--- config.mk ---
export PLATFORM = sky130hd
export DESIGN_NAME = uart_rx_fifo
export DESIGN_NICKNAME = d
export VERILOG_FILES = /design/src/rtl/uart_rx_fifo.sv
export SDC_FILE = /design/constraint.sdc
export NUM_CORES = 1
export LEC_CHECK = 0
export ABC_AREA = 1
export CORE_ASPECT_RATIO = 0.9
export CORE_UTILIZATION = 45
export DETAILED_ROUTE_END_ITERATION = 6
export PLACE_DENSITY = 0.72
export SYNTH_ARGS = -nofsm -noshare
export SYNTH_HDL_FRONTEND = slang
export SYNTH_SLANG_ARGS = --single-unit
--- constraint.sdc ---
create_clock -name clk -period 7.2 [get_ports clk]
set_input_delay 2.16 -clock clk [delete_from_list [all_inputs] [get_ports clk]]
set_output_delay 2.16 -clock clk [all_outputs]
set_load 0.1 [all_outputs]
--- src/rtl/uart_rx_fifo.sv ---
// uart_rx_fifo: 8N1 serial receiver feeding a first-word-fall-through FIFO.
// i_rx is synchronised into clk, framed by a two-process FSM, and each good byte
// is pushed into a DEPTH-entry FIFO. Framing and overrun errors are sticky until
// i_clr_err.
// Optional build macro UART_RX_PARITY_EN: adds an even-parity bit between the
// data bits and the stop bit, plus the sticky output o_parity_err.
module uart_rx_fifo #(
    parameter int CLK_HZ = 13300000,
    parameter int BAUD   = 9600,
    parameter int DEPTH  = 16,
    parameter int AW     = 4
) (
    input  logic          clk,
    input  logic          reset,
    input  logic          i_rx,
    input  logic          i_rd,
    input  logic          i_clr_err,
    output logic [7:0]    o_data,
    output logic          o_empty,
    output logic          o_full,
    output logic [AW:0]   o_count,
    output logic          o_frame_err,
    output logic          o_overrun,
`ifdef UART_RX_PARITY_EN
    output logic          o_parity_err,
`endif
    output logic          o_busy
);

    localparam int CLKS_PER_BIT = CLK_HZ / BAUD;
    localparam int CW   = (CLKS_PER_BIT > 2) ? $clog2(CLKS_PER_BIT) : 1;
    localparam int CNTW = AW + 1;
    localparam logic [CW-1:0]   LAST      = CW'(CLKS_PER_BIT - 1);
    localparam logic [CW-1:0]   HALF_LAST = CW'(CLKS_PER_BIT / 2 - 1);
    localparam logic [CNTW-1:0] FULL_CNT  = CNTW'(DEPTH);

    typedef enum logic [2:0] {
        ST_IDLE   = 3'd0,
        ST_START  = 3'd1,
        ST_DATA   = 3'd2,
        ST_PARITY = 3'd3,
        ST_STOP   = 3'd4
    } state_t;

`ifdef UART_RX_PARITY_EN
    localparam state_t AFTER_DATA = ST_PARITY;
`else
    localparam state_t AFTER_DATA = ST_STOP;
`endif

    // Receiver state
    state_t          state_q, state_d;
    logic [CW-1:0]   cnt_q, cnt_d;
    logic [2:0]      bit_q, bit_d;
    logic [7:0]      shift_q, shift_d;
    logic            par_bad_q, par_bad_d;
    logic            sync1_q, rx_s_q;
    logic            rx_s;
    logic            push_s, ferr_set_s;

    // FIFO state
    logic [7:0]      mem_q [DEPTH];
    logic [AW-1:0]   wr_ptr_q, wr_ptr_d, rd_ptr_q, rd_ptr_d;
    logic [CNTW-1:0] count_q, count_d;
    logic            empty_q, empty_d, full_q, full_d, busy_q, busy_d;
    logic            do_push_s, do_pop_s, ovr_set_s;

    // Sticky status
    logic            ferr_q, ferr_d, ovr_q, ovr_d;
`ifdef UART_RX_PARITY_EN
    logic            perr_q, perr_d, perr_set_s;
`endif

    assign rx_s = rx_s_q;

    // Two-flop synchroniser for the asynchronous serial line; idles high.
    always_ff @(posedge clk or posedge reset) begin
        if (reset) begin
            sync1_q <= 1'b1;
            rx_s_q  <= 1'b1;
        end else begin
            sync1_q <= i_rx;
            rx_s_q  <= sync1_q;
        end
    end

    // Receiver next-state: start detect, mid-bit sampling, stop/parity checks.
    always_comb begin
        state_d    = state_q;
        cnt_d      = cnt_q;
        bit_d      = bit_q;
        shift_d    = shift_q;
        par_bad_d  = par_bad_q;
        push_s     = 1'b0;
        ferr_set_s = 1'b0;
`ifdef UART_RX_PARITY_EN
        perr_set_s = 1'b0;
`endif
        case (state_q)
            ST_IDLE: begin
                cnt_d = {CW{1'b0}};
                if (!rx_s) begin
                    state_d   = ST_START;
                    par_bad_d = 1'b0;
                end else begin
                    state_d = ST_IDLE;
                end
            end
            ST_START: begin
                if (cnt_q == HALF_LAST) begin
                    cnt_d   = {CW{1'b0}};
                    bit_d   = 3'd0;
                    // A line that is high again at mid start bit was a glitch.
                    state_d = rx_s ? ST_IDLE : ST_DATA;
                end else begin
                    cnt_d = cnt_q + CW'(1);
                end
            end
            ST_DATA: begin
                if (cnt_q == LAST) begin
                    cnt_d   = {CW{1'b0}};
                    shift_d = {rx_s, shift_q[7:1]};
                    bit_d   = bit_q + 3'd1;
                    if (bit_q == 3'd7) begin
                        state_d = AFTER_DATA;
                    end else begin
                        state_d = ST_DATA;
                    end
                end else begin
                    cnt_d = cnt_q + CW'(1);
                end
            end
`ifdef UART_RX_PARITY_EN
            ST_PARITY: begin
                if (cnt_q == LAST) begin
                    cnt_d   = {CW{1'b0}};
                    state_d = ST_STOP;
                    // Even parity: XOR of data plus parity bit must be zero.
                    if (^{rx_s, shift_q}) begin
                        par_bad_d  = 1'b1;
                        perr_set_s = 1'b1;
                    end else begin
                        par_bad_d = 1'b0;
                    end
                end else begin
                    cnt_d = cnt_q + CW'(1);
                end
            end
`endif
            ST_STOP: begin
                if (cnt_q == LAST) begin
                    // Leave at mid stop bit so the next start edge has half a bit of slack.
                    cnt_d   = {CW{1'b0}};
                    state_d = ST_IDLE;
                    if (rx_s) begin
                        push_s = !par_bad_q;
                    end else begin
                        ferr_set_s = 1'b1;
                    end
                end else begin
                    cnt_d = cnt_q + CW'(1);
                end
            end
            default: begin
                state_d = ST_IDLE;
                cnt_d   = {CW{1'b0}};
            end
        endcase
    end

    // FIFO bookkeeping: push/pop arbitration, pointers, count and flags.
    always_comb begin
        do_pop_s  = i_rd && (count_q != {CNTW{1'b0}});
        do_push_s = push_s && ((count_q != FULL_CNT) || do_pop_s);
        ovr_set_s = push_s && (count_q == FULL_CNT) && !do_pop_s;
        wr_ptr_d  = do_push_s ? (wr_ptr_q + AW'(1)) : wr_ptr_q;
        rd_ptr_d  = do_pop_s  ? (rd_ptr_q + AW'(1)) : rd_ptr_q;
        count_d   = count_q + CNTW'(do_push_s) - CNTW'(do_pop_s);
        empty_d   = (count_d == {CNTW{1'b0}});
        full_d    = (count_d == FULL_CNT);
        busy_d    = (state_d != ST_IDLE);
    end

    // Sticky error flags: a new error in the same cycle as a clear wins.
    always_comb begin
        if (ferr_set_s) begin
            ferr_d = 1'b1;
        end else if (i_clr_err) begin
            ferr_d = 1'b0;
        end else begin
            ferr_d = ferr_q;
        end
        if (ovr_set_s) begin
            ovr_d = 1'b1;
        end else if (i_clr_err) begin
            ovr_d = 1'b0;
        end else begin
            ovr_d = ovr_q;
        end
`ifdef UART_RX_PARITY_EN
        if (perr_set_s) begin
            perr_d = 1'b1;
        end else if (i_clr_err) begin
            perr_d = 1'b0;
        end else begin
            perr_d = perr_q;
        end
`endif
    end

    // Register bank for receiver, FIFO control and status.
    always_ff @(posedge clk or posedge reset) begin
        if (reset) begin
            state_q   <= ST_IDLE;
            cnt_q     <= {CW{1'b0}};
            bit_q     <= 3'd0;
            shift_q   <= 8'd0;
            par_bad_q <= 1'b0;
            wr_ptr_q  <= {AW{1'b0}};
            rd_ptr_q  <= {AW{1'b0}};
            count_q   <= {CNTW{1'b0}};
            empty_q   <= 1'b1;
            full_q    <= 1'b0;
            busy_q    <= 1'b0;
            ferr_q    <= 1'b0;
            ovr_q     <= 1'b0;
`ifdef UART_RX_PARITY_EN
            perr_q    <= 1'b0;
`endif
        end else begin
            state_q   <= state_d;
            cnt_q     <= cnt_d;
            bit_q     <= bit_d;
            shift_q   <= shift_d;
            par_bad_q <= par_bad_d;
            wr_ptr_q  <= wr_ptr_d;
            rd_ptr_q  <= rd_ptr_d;
            count_q   <= count_d;
            empty_q   <= empty_d;
            full_q    <= full_d;
            busy_q    <= busy_d;
            ferr_q    <= ferr_d;
            ovr_q     <= ovr_d;
`ifdef UART_RX_PARITY_EN
            perr_q    <= perr_d;
`endif
        end
    end

    // FIFO storage; cleared on reset so the head reads zero when nothing is held.
    always_ff @(posedge clk or posedge reset) begin
        if (reset) begin
            for (int i = 0; i < DEPTH; i++) begin
                mem_q[i] <= 8'd0;
            end
        end else if (do_push_s) begin
            mem_q[wr_ptr_q] <= shift_q;
        end else begin
            mem_q[wr_ptr_q] <= mem_q[wr_ptr_q];
        end
    end

    assign o_data      = mem_q[rd_ptr_q];
    assign o_empty     = empty_q;
    assign o_full      = full_q;
    assign o_count     = count_q;
    assign o_frame_err = ferr_q;
    assign o_overrun   = ovr_q;
    assign o_busy      = busy_q;
`ifdef UART_RX_PARITY_EN
    assign o_parity_err = perr_q;
`endif

endmodule

Power grid:
Scale bar: 50 µm. Pins as bars on the die edge. Tap cells in grey.
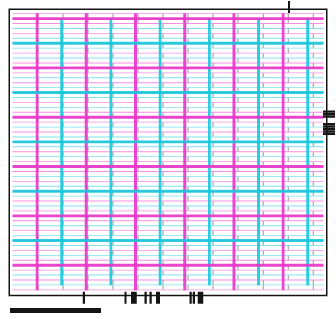
VDD -> cyan
VSS -> magenta
met5 straps = 11
rows = 56
signal pins = 23

Placement by cell class:
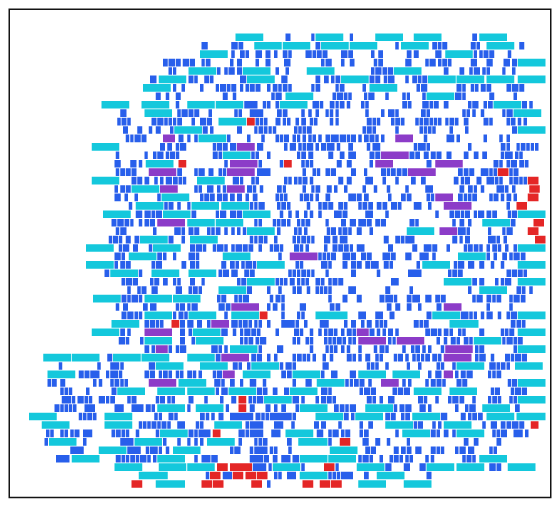
flip-flops -> cyan  # cells 173
other buffers and delay cells -> red  # cells 32
clock drivers and dummy loads -> purple  # cells 32
all other logic -> blue  # cells 1491

Routed clock nets over the placement:
Scale bar: 50 µm.
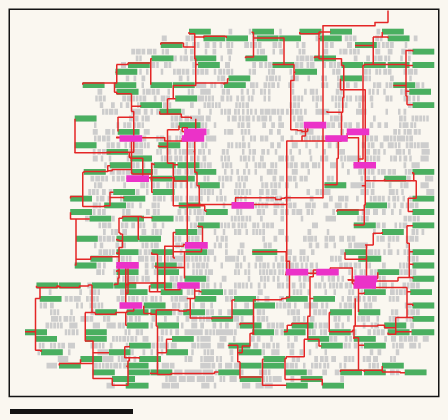
flip-flops -> green  # count 173
cells driving clock nets -> magenta  # count 17
clock wires -> red  # length 2510 µm
flops lie = spread over the die

Wiring by layer:
Scale bar: 50 µm. Two of the layers only.
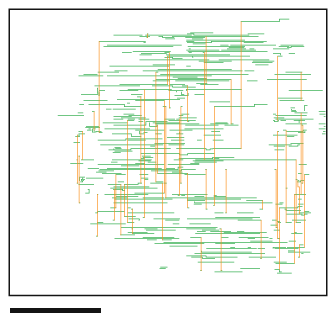
met4 -> orange  # wire length 1600 µm
met3 -> green  # wire length 4550 µm

Clock nets:
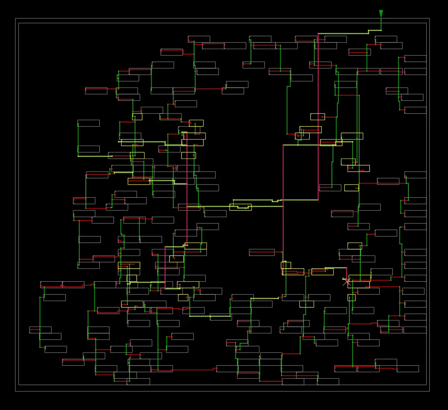
number of sequential cells: 173
Clock Power: 1.02 mW
clk ins delay skew pair: 0.46 ns

==> flow_metrics.tcl <==
# metrics dict for downstream scripts
set metrics [dict create \
    area_share_nonclk_buffers_pct 2.42 \
    crit_path_max_fanout 131 \
    yosys_area_um2 12000 \
    worstSetupStartpoint "rd_ptr_q[0]$_DFFE_PP0N_" \
    synth-edff-count 0 \
    crit_chain "o21ai_0, a21oi_1, o211ai_1, nand2_1, clkdlybuf4s50_1" \
    rsz0062_at_grt "no" \
    power_mw 3.26 \
    seq_area_um2 4340 \
    leakagePower_nw 6.03 \
    fin_util_pct 48.6 \
    final_cell_area_um2 12700 \
    tightestPinTransition_ns 1.17 \
    slew_headroom_pct 21.6 \
    drt_wl_total_mm 42.3 \
    ctsRootBufferMaster "clkbuf_16" \
    final_cell_mix "425 x nand2_1, 362 x nand3_1, 187 x inv_1" \
    path_delay_family "flip-flops" \
    p_per_area_nw_per_um2 257 \
    slowest_delay_ns 1.18 \
    violations "DRC" \
    buffers 32 \
    warnings 35 \
    synth.top_cell.area_share_pct 35.4 \
    ys_cells 1803 \
    syn_area_per_cell_um2 6.67 \
    nNetsFinal 1735 \
    port_buffers 22 \
    n_all_inverters 216 \
    dieArea_um2 27400 \
    path_class "reg2out" \
    synth.cell_area_um2 12000 \
    wl_per_cell_um 20.4 \
    r2r_cells 9 \
    ys_sh_xor_pct 0.947 \
    fp-utilization_pct 46.0 \
    min_to "rx_s$_DFF_PP1_" \
    core.rowCount 56 \
    lay_top_count "nand2_1" \
    outcome "complete, but fails checks" \
    timing.rr.end "mem_q[15]$_DFFE_PP0P_" \
    worst_slack_ns 1.54 \
    ys_seq_share_pct 36.0 \
    logic_gates 1275 \
    peakVddDrop_mv 0.194 \
    post-cts-setup-buffer-count 0 \
    largest_class "combinational gates" \
    mux_share_pct 0 \
    setup_tns_ns 0 \
    placeableCoreArea_um2 26100 \
    drcViolationCount 1 \
    path_depth 5 \
    num_tap_cells 348 \
    worstSetupStartpointType "flop" \
    async_reset_ff_share_pct 100 \
    r2r_start "wr_ptr_q[0]$_DFFE_PP0N_" \
    cp_data_arrival_time_ns 3.50 \
    postCtsHoldBufs 0 \
    finalSetupViolations 0 \
    fin_crit_sh_pct 78.7 \
    vias_per_cell 6.07 \
    logic_family "simple AND/OR/NAND/NOR gates" \
]
[flip-flops by register name, summed over array words and instances, names as in the netlist, 3 cells and up]
name	count
mem_q	128
cnt_q	11
rd_ptr_q	4
state_q	3
o_count	5
bit_q	3
shift_q	8
wr_ptr_q	4
[layer usage]
metal  GRT usage (%)  routed length, µm  vias up  share of wire (%)
met5               0                  0        -                  0
met4            13.9               1600        0                3.8
met3            6.62               4550      115                 11
met2            47.1              18300      812                 43
met1            42.8              17900     5925                 42
li1                -                  -     5742                  -
[power by group]
part / internal [mW] / switching, mW / total [mW]
combinational: 0.289 / 0.766 / 1.06
clock: 0.490 / 0.525 / 1.02
sequential: 1.01 / 0.187 / 1.19
total: 1.79 / 1.48 / 3.26
Power figures rest on the tool's default switching activity, not on a simulated workload.
